$ cat config.mk
export PLATFORM = sky130hd
export DESIGN_NAME = tmds_encoder
export DESIGN_NICKNAME = d
export VERILOG_FILES = /design/src/rtl/tmds_encoder.sv
export SDC_FILE = /design/constraint.sdc
export NUM_CORES = 1
export LEC_CHECK = 0
export ABC_CLOCK_PERIOD_IN_PS = 4600
export CORE_ASPECT_RATIO = 0.5
export CORE_MARGIN = 1
export CORE_UTILIZATION = 40
export DETAILED_ROUTE_END_ITERATION = 6
export PLACE_DENSITY_LB_ADDON = 0.05
export RECOVER_POWER = 100
export SLEW_MARGIN = 20
export SYNTH_ARGS = -nofsm -noshare
export SYNTH_HDL_FRONTEND = slang
export SYNTH_SLANG_ARGS = --single-unit
$ cat constraint.sdc
create_clock -name i_clk -period 4.6 [get_ports i_clk]
set_clock_uncertainty 0.15 [all_clocks]
set_input_delay 1.38 -clock i_clk [delete_from_list [all_inputs] [get_ports i_clk]]
set_output_delay 1.38 -clock i_clk [all_outputs]
set_load 0.02 [all_outputs]
$ cat src/rtl/tmds_encoder.sv
// Single-channel DVI/TMDS 8b/10b encoder: transition minimisation in stage 1,
// DC balance with running disparity in stage 2, one symbol per pixel clock.
module tmds_encoder #(
    parameter logic [9:0] RST_SYMBOL = 10'h354
) (
    input  logic       i_clk,
    input  logic       i_rst,
    input  logic       i_de,
    input  logic [7:0] i_data,
    input  logic [1:0] i_ctrl,
    output logic [9:0] o_tmds,
    output logic [4:0] o_disparity
);

    function automatic logic [3:0] popcount8(input logic [7:0] v);
        logic [3:0] n;
        n = 4'd0;
        for (int i = 0; i < 8; i++) begin
            n = n + {3'b000, v[i]};
        end
        return n;
    endfunction

    logic [3:0]        n1d_s;
    logic              xnor_mode_s;
    logic [8:0]        q_m_s;
    logic [8:0]        q_m_r;
    logic              de_r;
    logic [1:0]        ctrl_r;

    logic [3:0]        n1_s;
    logic signed [4:0] diff_s;
    logic signed [4:0] cnt_r;
    logic signed [4:0] cnt_nxt_s;
    logic              cnt_pos_s;
    logic              cnt_neg_s;
    logic [9:0]        tmds_nxt_s;
    logic [9:0]        tmds_r;

    // Stage 1 combinational: choose XOR/XNOR chain to minimise transitions
    always_comb begin
        n1d_s       = popcount8(i_data);
        xnor_mode_s = (n1d_s > 4'd4) || ((n1d_s == 4'd4) && (i_data[0] == 1'b0));
        q_m_s       = 9'd0;
        q_m_s[0]    = i_data[0];
        for (int i = 1; i < 8; i++) begin
            if (xnor_mode_s) begin
                q_m_s[i] = ~(q_m_s[i-1] ^ i_data[i]);
            end else begin
                q_m_s[i] = q_m_s[i-1] ^ i_data[i];
            end
        end
        q_m_s[8] = ~xnor_mode_s;
    end

    // Stage 1 registers: q_m with de/ctrl delayed alongside
    always_ff @(posedge i_clk) begin
        if (i_rst) begin
            q_m_r  <= 9'd0;
            de_r   <= 1'b0;
            ctrl_r <= 2'b00;
        end else begin
            q_m_r  <= q_m_s;
            de_r   <= i_de;
            ctrl_r <= i_ctrl;
        end
    end

    // Stage 2 combinational: DC balance decision and next disparity.
    // Disparity stays within +-10, so a 5-bit modular sum equals the
    // 6-bit sum truncated to 5 bits.
    always_comb begin
        n1_s       = popcount8(q_m_r[7:0]);
        diff_s     = $signed({n1_s, 1'b0}) - 5'sd8;
        cnt_pos_s  = (cnt_r[4] == 1'b0) && (cnt_r != 5'sd0);
        cnt_neg_s  = cnt_r[4];
        tmds_nxt_s = RST_SYMBOL;
        cnt_nxt_s  = 5'sd0;
        if (!de_r) begin
            case (ctrl_r)
                2'b00:   tmds_nxt_s = 10'b1101010100;
                2'b01:   tmds_nxt_s = 10'b0010101011;
                2'b10:   tmds_nxt_s = 10'b0101010100;
                2'b11:   tmds_nxt_s = 10'b1010101011;
                default: tmds_nxt_s = RST_SYMBOL;
            endcase
            cnt_nxt_s = 5'sd0;
        end else if ((cnt_r == 5'sd0) || (n1_s == 4'd4)) begin
            tmds_nxt_s = {~q_m_r[8], q_m_r[8], (q_m_r[8] ? q_m_r[7:0] : ~q_m_r[7:0])};
            cnt_nxt_s  = q_m_r[8] ? (cnt_r + diff_s) : (cnt_r - diff_s);
        end else if ((cnt_pos_s && (n1_s > 4'd4)) || (cnt_neg_s && (n1_s < 4'd4))) begin
            tmds_nxt_s = {1'b1, q_m_r[8], ~q_m_r[7:0]};
            cnt_nxt_s  = cnt_r + (q_m_r[8] ? 5'sd2 : 5'sd0) - diff_s;
        end else begin
            tmds_nxt_s = {1'b0, q_m_r[8], q_m_r[7:0]};
            cnt_nxt_s  = cnt_r + diff_s - (q_m_r[8] ? 5'sd0 : 5'sd2);
        end
    end

    // Stage 2 registers: output symbol and running disparity
    always_ff @(posedge i_clk) begin
        if (i_rst) begin
            tmds_r <= RST_SYMBOL;
            cnt_r  <= 5'sd0;
        end else begin
            tmds_r <= tmds_nxt_s;
            cnt_r  <= cnt_nxt_s;
        end
    end

    assign o_tmds      = tmds_r;
    assign o_disparity = cnt_r;

endmodule

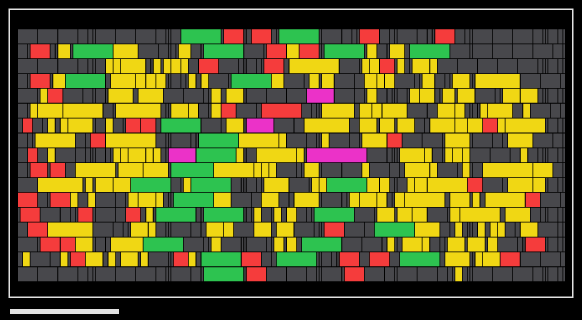
placement_by_type.png
Scale bar: 20 µm. Fill, decap, tap and diode cells in grey.
Key: clock drivers and dummy loads = magenta [cells 4, share of their area 2.8%]; other buffers and delay cells = red [cells 43, share of their area 15%]; combinational and other logic = yellow [cells 190, share of their area 61%]; flops = green [cells 26, share of their area 21%]
placeable core area: 4640 µm²
sequential cell area share: 20.0%
Site Rows: 17
Design Area, Final: 2610 µm²

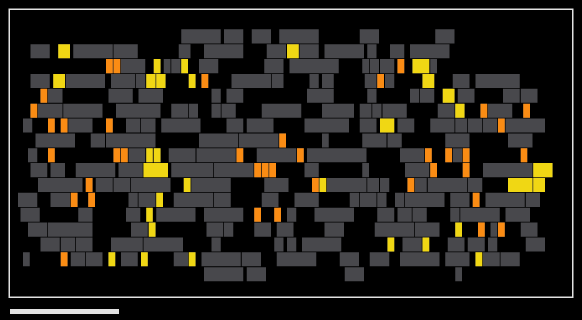
logic_types.png
Scale bar: 20 µm.
Key: NOR gates = yellow [cells 31]; inverters = orange [cells 39]
Finished Layout Cells: 329
Top cell excl fill/tap: inv_1
Comb/total area: 53.5%

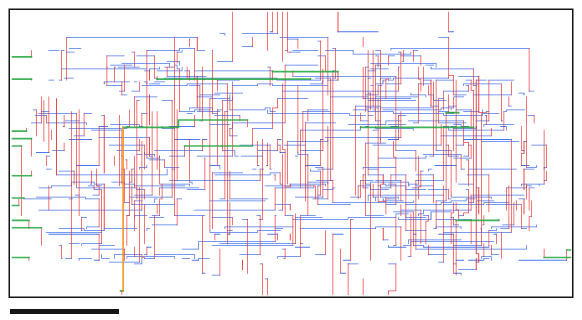
wires.png
Scale bar: 20 µm.
Key: metal 4 = orange [wire length 29.9 µm]; metal 3 = green [wire length 146 µm]; metal 2 = red [wire length 1980 µm]; metal 1 = blue [wire length 1990 µm]
routed len/inst: 12.6 µm
total global routing track utilization: 17.9%
WL final: 4.14 mm
via count: 1524

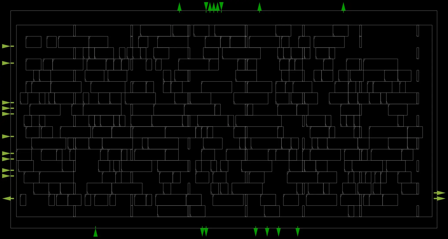
placement.png
fill count: 446
Util after Layout: 56.2%

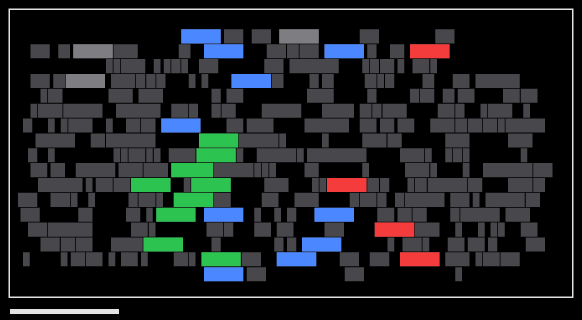
flops_by_reg.png
Scale bar: 20 µm. Other sequential cells in the stronger grey, the rest of the logic in the fainter grey.
Key: o_tmds = blue [flops 10]; o_disparity = red [flops 4]; q_m_r = green [flops 9]
Another 3 sequential cells are not coloured.
register area: 522 µm²

==> results.py <==
# Metrics from the implementation run
metrics = {
    "synthesis": {
        "yosys.stat.seqShare_pct": 25.6,
        "synth-xor-area-share_pct": 15.4,
        "top_cell": "inv_1",
        "ys_sh_adder_pct": 26.9,
        "synth.area.top_cells": "dfxtp_1 (26%), ha_1 (14%), fa_1 (13%), xnor2_1 (9.0%), inv_1 (7.2%)",
        "syn-cell-area_um2": 2030,
        "ys_sh_simple_pct": 11.6,
        "synthArstFlopShare_pct": 0,
        "ys_warn_count": 0,
        "synth-edff-count": 0,
        "ys_types": 42,
        "common_cells": "inv_1 (39), dfxtp_1 (26), ha_1 (23), xnor2_1 (21), nor2_1 (17)",
        "ys_cells": 223,
        "top_area_share_pct": 25.6,
        "ys.flops": 26,
        "syn_inst": 223,
        "aoi_share_pct": 10.4,
        "avgSynthCellArea_um2": 9.12,
        "synth_top_cell_by_area": "dfxtp_1",
        "ff_type": "dfxtp_1",
        "syn_nets": 272,
        "yosysChipArea_um2": 2030,
        "synthMuxAreaShare_pct": 0.984,
        "top_logic_kind": "adder cells",
    },
    "sta": {
        "maxSlewViolCount": 0,
        "hold_viol": 0,
        "period_used_pct": 96.9,
        "setup_viol": 0,
        "rsz0062_at_grt": "true",
        "slew_headroom_pct": 56.2,
        "fmax_ghz": 0.224,
        "tightest_slew_ns": 0.649,
        "hold_slack_ns": 0.406,
        "period_needed_ns": 4.46,
    },
    "drt": {
        "drc": 0,
        "ant_nets": 0,
        "dr.pass1.iters": 4,
        "drt_iter0_drc": 34,
        "vias_per_cell": 4.63,
    },
    "setup_path": {
        "reg2reg_depth": 16,
        "cpMaxStageDelayCell": "fa_1",
        "crit_family": "adder cells",
        "rrSetupSlack_ns": 0.14,
        "cp-start-kind": "register",
        "slowest_delay_ns": 0.59,
        "critPathMaxFanout": 4,
        "critPathBufInv": 4,
        "cp_data_required_time_ns": 4.64,
        "cpMostUsedCell": "fa_1",
        "r2r-end": "o_disparity[4]",
        "worstPathCellList": "fa_1, inv_1, fa_1, fa_1, inv_2, ha_4, fa_2, inv_2, ha_4, inv_2, fa_1, nor3b_2, nor3_2, xnor2_1, o31ai_1, nor4b_1",
        "worstSetupPathType": "register to register",
        "timing.rr.start": "q_m_r[0]",
        "cp_data_arrival_time_ns": 4.49,
        "end_kind": "register",
    },
    "clock_tree": {
        "hold_buffers": 0,
        "cts_max_path_buffers": 2,
        "cts_tree": "yes",
        "cts.repair.resized": 8,
        "cts_buffers": 3,
        "clock_sinks": 26,
        "post-cts-setup-buffer-count": 0,
        "insertion_delay_ns": 0.27,
        "cts_max_level": 1,
        "cts_root_buf": "clkbuf_8",
        "clk_pin_slew_ns": 0.09,
    },
    "final_layout": {
        "antenna_cells": 0,
        "layout_top_cells": "inv_1 (33), dfxtp_1 (25), xnor2_1 (21)",
        "layout-drive-gt1-share_pct": 16.0,
        "final_nets": 313,
        "synthToLayoutAreaGrowth_pct": 28.1,
    },
    "floorplanning": {
        "fp.dieW_um": 103,
        "dieArea_um2": 5390,
        "initial_core_util_pct": 43.9,
        "io_pins": 28,
        "dieHeight_um": 52.4,
    },
    "status": {
        "outcome": "finished clean",
    },
    "placement": {
        "hpwl_mm": 3.27,
        "place.gp.congestion": 0.788,
        "portBuffers": 26,
    },
    "global_routing": {
        "grt_max_degree": 18,
        "antenna_found_initial": 0,
        "grt_first_pass_wirelength_mm": 7.13,
        "first_global_vias": 1567,
        "gr-total-overflow": 0,
    },
    "flow_run": {
        "tool_warnings": 37,
        "drv_cap": 0,
    },
    "min_path": {
        "hold_path_class": "register to register",
        "min_from": "q_m_r[5]",
        "whs_path_depth": 2,
        "hold_path_end": "o_tmds[5]",
    },
}
[worst max path at each step]
| stage | end | slack [ns] | cells after the start | from |
|---|---|---|---|---|
| 2_1_floorplan | q_m_r[7] | 0.04 | 12 | i_data[0] |
| 3_3_place_gp | q_m_r[7] | -0.46 | 13 | i_data[0] |
| 3_5_place_dp | q_m_r[7] | -0.57 | 13 | i_data[0] |
| 4_1_cts | o_disparity[4] | 0.03 | 16 | q_m_r[0] |
| 5_1_grt | o_disparity[4] | -0.06 | 16 | q_m_r[0] |
| 6_report | o_disparity[4] | 0.14 | 16 | q_m_r[0] |
[metrics by stage]
stage	instance area [µm²]	setup slack (ns)	setup TNS [ns]	instances
after global routing	2610	-0.0596	-0.0596	329
after detailed placement	2470	-0.572	-2.53	324
after floorplan	2030	0.0361	0	223
after global placement	2470	-0.464	-1.99	324
after CTS	2550	0.0321	0	328
final	2610	0.145	0	329
[flip-flops by register name, indices dropped and copies added, names as in the netlist]
register / count
o_disparity: 4
de_r: 1
q_m_r: 9
ctrl_r: 2
o_tmds: 10
[per-layer routing]
metal  vias to the layer above  routed length, µm  global-route usage [%]
li1                        789                  -                       -
met1                       704               1990                    22.9
met2                        29               1980                    31.7
met3                         2                145                    3.07
met4                         0                 29                    4.46
met5                         -                  0                       0
[final cells by class]
| cell class | count | area (µm²) | share of cell area [%] |
|---|---|---|---|
| Inverter | 39 | 146 | 5.62 |
| Clock buffer | 3 | 41.3 | 1.58 |
| Sequential cell | 26 | 522 | 20.0 |
| Tap cell | 66 | 82.6 | 3.17 |
| Multi-Input combinational cell | 151 | 1400 | 53.5 |
| Clock inverter | 1 | 30.0 | 1.15 |
| Timing Repair Buffer | 43 | 389 | 14.9 |
